==> src/rtl/coreapb3_pkg.sv <==
// Shared definitions for the CoreAPB3 initiator: FSM state encoding, beat
// address stride and data-width helpers.
package coreapb3_pkg;

  typedef enum logic [1:0] {
    ST_IDLE   = 2'd0,
    ST_SETUP  = 2'd1,
    ST_ACCESS = 2'd2,
    ST_RESP   = 2'd3
  } apb_state_e;

  // Narrow-bus beats land on consecutive word addresses.
  localparam logic [31:0] BEAT_OFFSET = 32'd4;

  function automatic bit dwidth_is_legal(input int w);
    return (w == 8) || (w == 16) || (w == 32);
  endfunction

  function automatic int beats_per_word(input int w);
    return 32 / w;
  endfunction

endpackage

==> src/rtl/coreapb3_initiator_tmo.sv <==
// Saturating PREADY wait counter; flags expiry on the ACCESS cycle whose
// increment reaches TIMEOUT_CYCLES. TIMEOUT_CYCLES = 0 never expires.
module coreapb3_initiator_tmo #(
  parameter int TIMEOUT_CYCLES = 256
) (
  input  logic PCLK,
  input  logic PRESETN,
  input  logic clear,
  input  logic enable,
  output logic expired
);

  localparam int CW = (TIMEOUT_CYCLES > 0) ? $clog2(TIMEOUT_CYCLES + 1) : 1;
  localparam logic [CW-1:0] TERM = (TIMEOUT_CYCLES > 0) ? CW'(TIMEOUT_CYCLES) : '1;
  localparam bit TMO_EN = (TIMEOUT_CYCLES != 0);

  logic [CW-1:0] r_cnt;
  logic [CW-1:0] w_cnt_inc;

  assign w_cnt_inc = r_cnt + 1'b1;

  always_ff @(posedge PCLK or negedge PRESETN) begin
    if (!PRESETN) begin
      r_cnt <= '0;
    end else if (clear) begin
      r_cnt <= '0;
    end else if (enable && (r_cnt != TERM)) begin
      r_cnt <= w_cnt_inc;
    end
  end

  assign expired = TMO_EN && enable && (w_cnt_inc == TERM);

endmodule

==> src/rtl/coreapb3_initiator.sv <==
// APB3 initiator: converts a 32-bit request/response handshake into one or
// more APB SETUP/ACCESS beats, packing narrow read data least-significant first.
module coreapb3_initiator
  import coreapb3_pkg::*;
#(
  parameter int APB_DWIDTH     = 32,
  parameter int TIMEOUT_CYCLES = 256
) (
  input  logic        PCLK,
  input  logic        PRESETN,
  input  logic        REQ_VALID,
  output logic        REQ_READY,
  input  logic        REQ_WRITE,
  input  logic [31:0] REQ_ADDR,
  input  logic [31:0] REQ_WDATA,
  output logic        RSP_VALID,
  input  logic        RSP_READY,
  output logic [31:0] RSP_RDATA,
  output logic        RSP_ERR,
  output logic        RSP_TIMEOUT,
  output logic        PSEL,
  output logic        PENABLE,
  output logic [31:0] PADDR,
  output logic        PWRITE,
  output logic [31:0] PWDATA,
  input  logic [31:0] PRDATA,
  input  logic        PREADY,
  input  logic        PSLVERR
);

  localparam int NBEATS = beats_per_word(APB_DWIDTH);
  localparam int BW     = (NBEATS > 1) ? $clog2(NBEATS) : 1;
  localparam logic [BW-1:0] LAST_BEAT = BW'(NBEATS - 1);

  if (!dwidth_is_legal(APB_DWIDTH)) begin : g_bad_width
    $error("coreapb3_initiator: APB_DWIDTH must be 8, 16 or 32");
  end

  apb_state_e r_state;
  apb_state_e w_state_next;

  logic                  r_write;
  logic [29:0]           r_addr_word;
  logic [31:0]           r_wdata;
  logic [31:0]           r_rdata;
  logic                  r_err;
  logic                  r_timeout;
  logic [BW-1:0]         r_beat;

  logic                  w_last_beat;
  logic [31:0]           w_lane_base;
  logic [31:0]           w_paddr;
  logic [APB_DWIDTH-1:0] w_wslice;
  logic                  w_tmo_clear;
  logic                  w_tmo_enable;
  logic                  w_tmo_expired;
  logic                  w_unused_addr_lsb;

  // Low address bits are forced to a word boundary, so they are never stored.
  assign w_unused_addr_lsb = ^REQ_ADDR[1:0];

  if (APB_DWIDTH < 32) begin : g_prdata_hi
    logic w_unused_prdata_hi;
    assign w_unused_prdata_hi = ^PRDATA[31:APB_DWIDTH];
  end

  assign w_last_beat = (r_beat == LAST_BEAT);
  assign w_lane_base = 32'(r_beat) * APB_DWIDTH;
  assign w_paddr     = {r_addr_word, 2'b00} + (BEAT_OFFSET * 32'(r_beat));
  assign w_wslice    = r_wdata[w_lane_base +: APB_DWIDTH];

  assign w_tmo_clear  = (r_state != ST_ACCESS);
  assign w_tmo_enable = (r_state == ST_ACCESS) && !PREADY;

  coreapb3_initiator_tmo #(
    .TIMEOUT_CYCLES(TIMEOUT_CYCLES)
  ) u_tmo (
    .PCLK   (PCLK),
    .PRESETN(PRESETN),
    .clear  (w_tmo_clear),
    .enable (w_tmo_enable),
    .expired(w_tmo_expired)
  );

  always_ff @(posedge PCLK or negedge PRESETN) begin
    if (!PRESETN) begin
      r_state <= ST_IDLE;
    end else begin
      r_state <= w_state_next;
    end
  end

  always_comb begin
    w_state_next = r_state;
    case (r_state)
      ST_IDLE: begin
        if (REQ_VALID) w_state_next = ST_SETUP;
      end
      ST_SETUP: begin
        w_state_next = ST_ACCESS;
      end
      ST_ACCESS: begin
        if (PREADY) begin
          if (PSLVERR || w_last_beat) w_state_next = ST_RESP;
          else                        w_state_next = ST_SETUP;
        end else if (w_tmo_expired) begin
          w_state_next = ST_RESP;
        end
      end
      ST_RESP: begin
        if (RSP_READY) w_state_next = ST_IDLE;
      end
      default: w_state_next = ST_IDLE;
    endcase
  end

  always_comb begin
    REQ_READY   = 1'b0;
    RSP_VALID   = 1'b0;
    RSP_RDATA   = '0;
    RSP_ERR     = 1'b0;
    RSP_TIMEOUT = 1'b0;
    PSEL        = 1'b0;
    PENABLE     = 1'b0;
    PADDR       = '0;
    PWRITE      = 1'b0;
    PWDATA      = '0;
    case (r_state)
      ST_IDLE: begin
        REQ_READY = 1'b1;
      end
      ST_SETUP, ST_ACCESS: begin
        PSEL    = 1'b1;
        PENABLE = (r_state == ST_ACCESS);
        PADDR   = w_paddr;
        PWRITE  = r_write;
        PWDATA  = 32'(w_wslice);
      end
      ST_RESP: begin
        RSP_VALID   = 1'b1;
        RSP_ERR     = r_err;
        RSP_TIMEOUT = r_timeout;
        // Partial read data is dropped once any beat fails.
        RSP_RDATA   = (r_write || r_err || r_timeout) ? '0 : r_rdata;
      end
      default: ;
    endcase
  end

  always_ff @(posedge PCLK or negedge PRESETN) begin
    if (!PRESETN) begin
      r_write     <= 1'b0;
      r_addr_word <= '0;
      r_wdata     <= '0;
      r_rdata     <= '0;
      r_err       <= 1'b0;
      r_timeout   <= 1'b0;
      r_beat      <= '0;
    end else begin
      case (r_state)
        ST_IDLE: begin
          if (REQ_VALID) begin
            r_write     <= REQ_WRITE;
            r_addr_word <= REQ_ADDR[31:2];
            r_wdata     <= REQ_WDATA;
            r_rdata     <= '0;
            r_err       <= 1'b0;
            r_timeout   <= 1'b0;
            r_beat      <= '0;
          end
        end
        ST_ACCESS: begin
          if (PREADY) begin
            if (!r_write) r_rdata[w_lane_base +: APB_DWIDTH] <= PRDATA[APB_DWIDTH-1:0];
            if (PSLVERR)          r_err  <= 1'b1;
            else if (!w_last_beat) r_beat <= r_beat + 1'b1;
          end else if (w_tmo_expired) begin
            r_timeout <= 1'b1;
          end
        end
        default: ;
      endcase
    end
  end

endmodule

==> config.mk <==
export PLATFORM = sky130hd
export DESIGN_NAME = coreapb3_initiator
export DESIGN_NICKNAME = d
export VERILOG_FILES = /design/src/rtl/coreapb3_pkg.sv /design/src/rtl/coreapb3_initiator_tmo.sv /design/src/rtl/coreapb3_initiator.sv
export SDC_FILE = /design/constraint.sdc
export NUM_CORES = 1
export LEC_CHECK = 0
export CELL_PAD_IN_SITES_DETAIL_PLACEMENT = 1
export CELL_PAD_IN_SITES_GLOBAL_PLACEMENT = 1
export CORE_MARGIN = 1.5
export CORE_UTILIZATION = 30
export DETAILED_ROUTE_END_ITERATION = 8
export PLACE_DENSITY_LB_ADDON = 0.1
export SYNTH_ARGS = -nofsm -noshare
export SYNTH_HDL_FRONTEND = slang
export SYNTH_SLANG_ARGS = --single-unit
export TNS_END_PERCENT = 10
==> constraint.sdc <==
create_clock -name PCLK -period 2.6 [get_ports PCLK]
set_clock_uncertainty 0.15 [all_clocks]
set_input_delay 0.65 -clock PCLK [delete_from_list [all_inputs] [get_ports PCLK]]
set_output_delay 0.65 -clock PCLK [all_outputs]
set_load 0.02 [all_outputs]
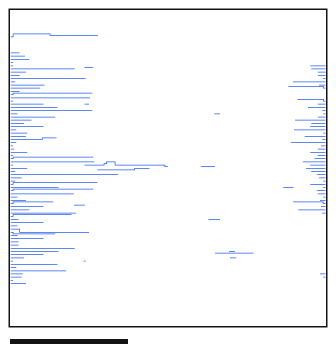
(run_1/met3.png)
Scale bar: 50 µm.
- nets with wire on the layer: 125
- main direction: horizontal

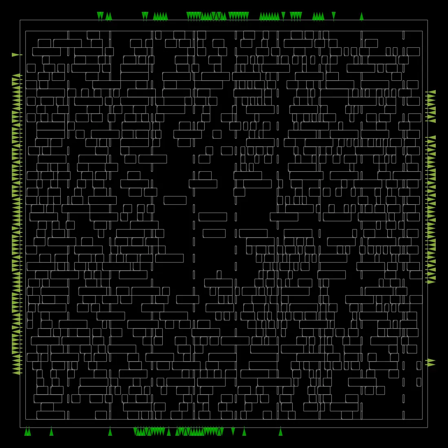
(run_1/final_placement.png)
Final Non-Filler Cells: 927
Seq area share: 0.346
fill count: 1,819

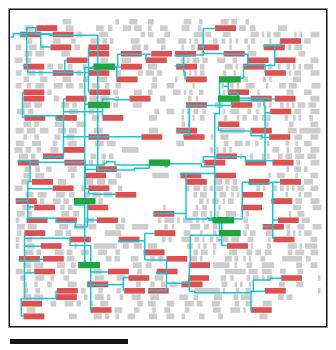
(run_1/clock_map.png)
Scale bar: 50 µm.
- clock wires: cyan (length 1,570 µm)
- flip-flops: red (count 108)
- cells driving clock nets: green (count 9)
- routed clock nets: 10
- flops lie: widely spread
clk_lat worst skew: 0.35 ns
Clock power frac: 0.151
clock group power: 1.50 mW

==> impl_metrics.tcl, run 1 <==
# place-and-route summary
set metrics [dict create \
    critPathCaptureType "output port" \
    syn_area_um2 5160 \
    drtPass1Iterations 5 \
    die_area_um2 18000 \
    placed_cells 901 \
    lay_top_cells "dfrtp_1 (108), clkdlybuf4s50_1 (100), and2_1 (81)" \
    common_cells "dfrtp_1 (108), and2_1 (98), nand2_1 (72), mux2_2 (63), o21ai_0 (38)" \
    ant_nets 0 \
    initCoreUtil 0.309 \
    cts_max_level 3 \
    power.share.switching 0.406 \
    inv_count 9 \
    intPower_mw 5.92 \
    timing.rr.end "r_rdata[20]" \
    antenna_cells 0 \
    grt_start_max_net_pins 65 \
    nMultiInputCombCells 342 \
    mostFrequentLayoutCell "dfrtp_1" \
    p_leak_nw 3.55 \
    dr_total_vias 4236 \
    drv_cap 0 \
    vias_per_cell 4.57 \
    n_sequential_cell 108 \
    status "finished clean" \
    drc 0 \
    crit_chain "buf_4, inv_1, ha_4, buf_16, and2_1, buf_4" \
    cts_tree "done" \
    postSynthAreaPerCell_um2 10.5 \
    layout-drive-gt1-share 0.322 \
    core_um2 16700 \
    reg2reg_from "r_state[0]" \
    clkSinkCount 108 \
    post-route-min-period_ns 2.58 \
    synthArstFlopShare 1.00 \
    hold_slack_ns 0.0840 \
    drv_slew 0 \
    slowest_stage "dfrtp_1" \
    final-nonclk-buf-share 0.272 \
    wirelength_um 15500 \
    path_max_fanout 32 \
    seq_area_um2 2700 \
    crit_end "PWDATA[30]" \
    gp_congestion 0.778 \
]
==> run 1: metal layers <==
| layer | up-vias | wire [µm] | GRT usage |
|---|---|---|---|
| met2 | 137 | 7440 | 0.287 |
| met3 | 10 | 1310 | 0.0635 |
| met4 | 0 | 184 | 0.0538 |
| met1 | 2064 | 6560 | 0.207 |
| met5 | - | 0 | 0 |
| li1 | 2025 | - | - |
==> run 1: power groups by stage <==
stage	sequential [mW]	combinational, mW	clock, mW
after CTS	2.81	5.31	1.56
after detailed placement	2.83	5.79	0
after global placement	2.77	5.70	0
after floorplan	2.70	3.23	0
final	2.81	5.65	1.50
after global routing	2.92	6.12	1.62
==> run_1/metal_stack.png <==
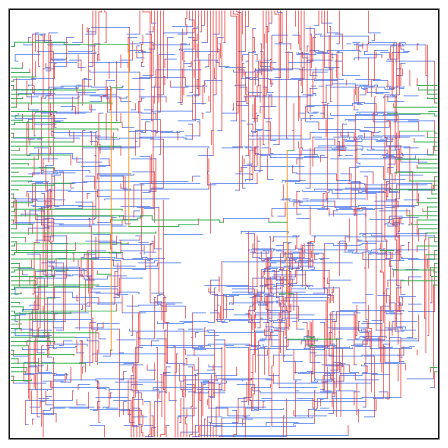

--- run 2 (diff from run 1) ---
Settings changed: REMOVE_ABC_BUFFERS from default to 1.
Clock period 2.6 ns to 2.9 ns, I/O delays scaled along.
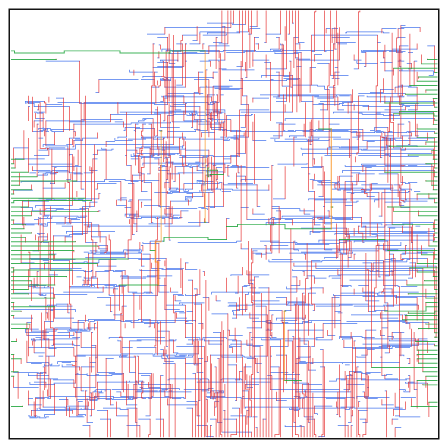
(run_2/metal_stack.png)
- met1: blue (wire length 6,890 µm)
- met3: green (wire length 1,050 µm)
- met2: red (wire length 6,870 µm)
- met4: orange (wire length 158 µm)

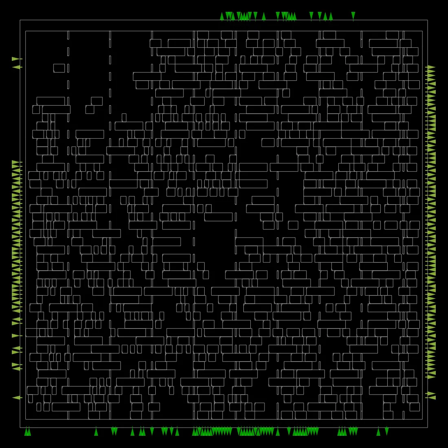
(run_2/final_placement.png)
Final Non-Filler Cells: 909
Finished Core Util: 0.457
# rows: 47
TAP cells: 220
fill count: 1,874

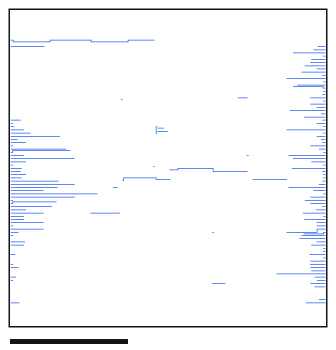
(run_2/met3.png)
Scale bar: 50 µm.
- nets with wire on the layer: 130
- longest straight run: 36.6 µm
- share of all routed wire: 7.0%
- main direction: horizontal

==> run 2 against run 1 <==
Compared with the run above:
- combinational power decreased by 17%
- global-route usage shrank 0.44 points
- critical path depth shrank 1
- total power fell by 16%
==> impl_metrics.tcl, run 2 <==
# place-and-route summary
set metrics [dict create \
    path_max_fanout 32 \
    initCoreUtil 0.309 \
    mostFrequentLayoutCell "dfrtp_1" \
    clk-power_mw 1.17 \
    power.share.switching 0.421 \
    crit_end "RSP_RDATA[25]" \
    p_comb_mw 4.69 \
    drtPass1Iterations 4 \
    wirelength_um 15000 \
    crit_chain "ha_1, nor4b_4, buf_12, and2_1, clkdlybuf4s15_1" \
    syn_area_um2 5160 \
    gp_congestion 0.732 \
    postSynthAreaPerCell_um2 10.5 \
    die_area_um2 18000 \
    common_cells "dfrtp_1 (108), and2_1 (98), nand2_1 (72), mux2_2 (63), o21ai_0 (38)" \
    vias_per_cell 4.56 \
    status "finished clean" \
    use_met1 0.217 \
    synthArstFlopShare 1.00 \
    critPathCaptureType "output port" \
    top_layer_used "met4" \
    wl_met2_um 6870 \
    slowest_stage "dfrtp_1" \
    antenna_cells 0 \
]
## run 2: cell families after synthesis
logic type,count (synthesis),synth area share
and+or+nand+nor,209,0.212
DFF,108,0.523
muxes,64,0.139
AOI/OAI and AO/OA,53,0.0594
buffers and inverters,43,0.0368
xor gates and xnor gates,8,0.0136
adders and majority gates,6,0.0145
other,1,0.000726
## run 2: final cells by class
| type | instances | area, µm² | area share |
|---|---|---|---|
| Inverter | 9 | 33.8 | 0.00443 |
| Sequential cell | 108 | 2700 | 0.354 |
| Multi-Input combinational cell | 342 | 2300 | 0.302 |
| Timing Repair Buffer | 214 | 2040 | 0.268 |
| Clock inverter | 5 | 37.5 | 0.00492 |
| Clock buffer | 11 | 233 | 0.0305 |
| Tap cell | 220 | 275 | 0.0361 |
Power is estimated from default activity; no workload was simulated.
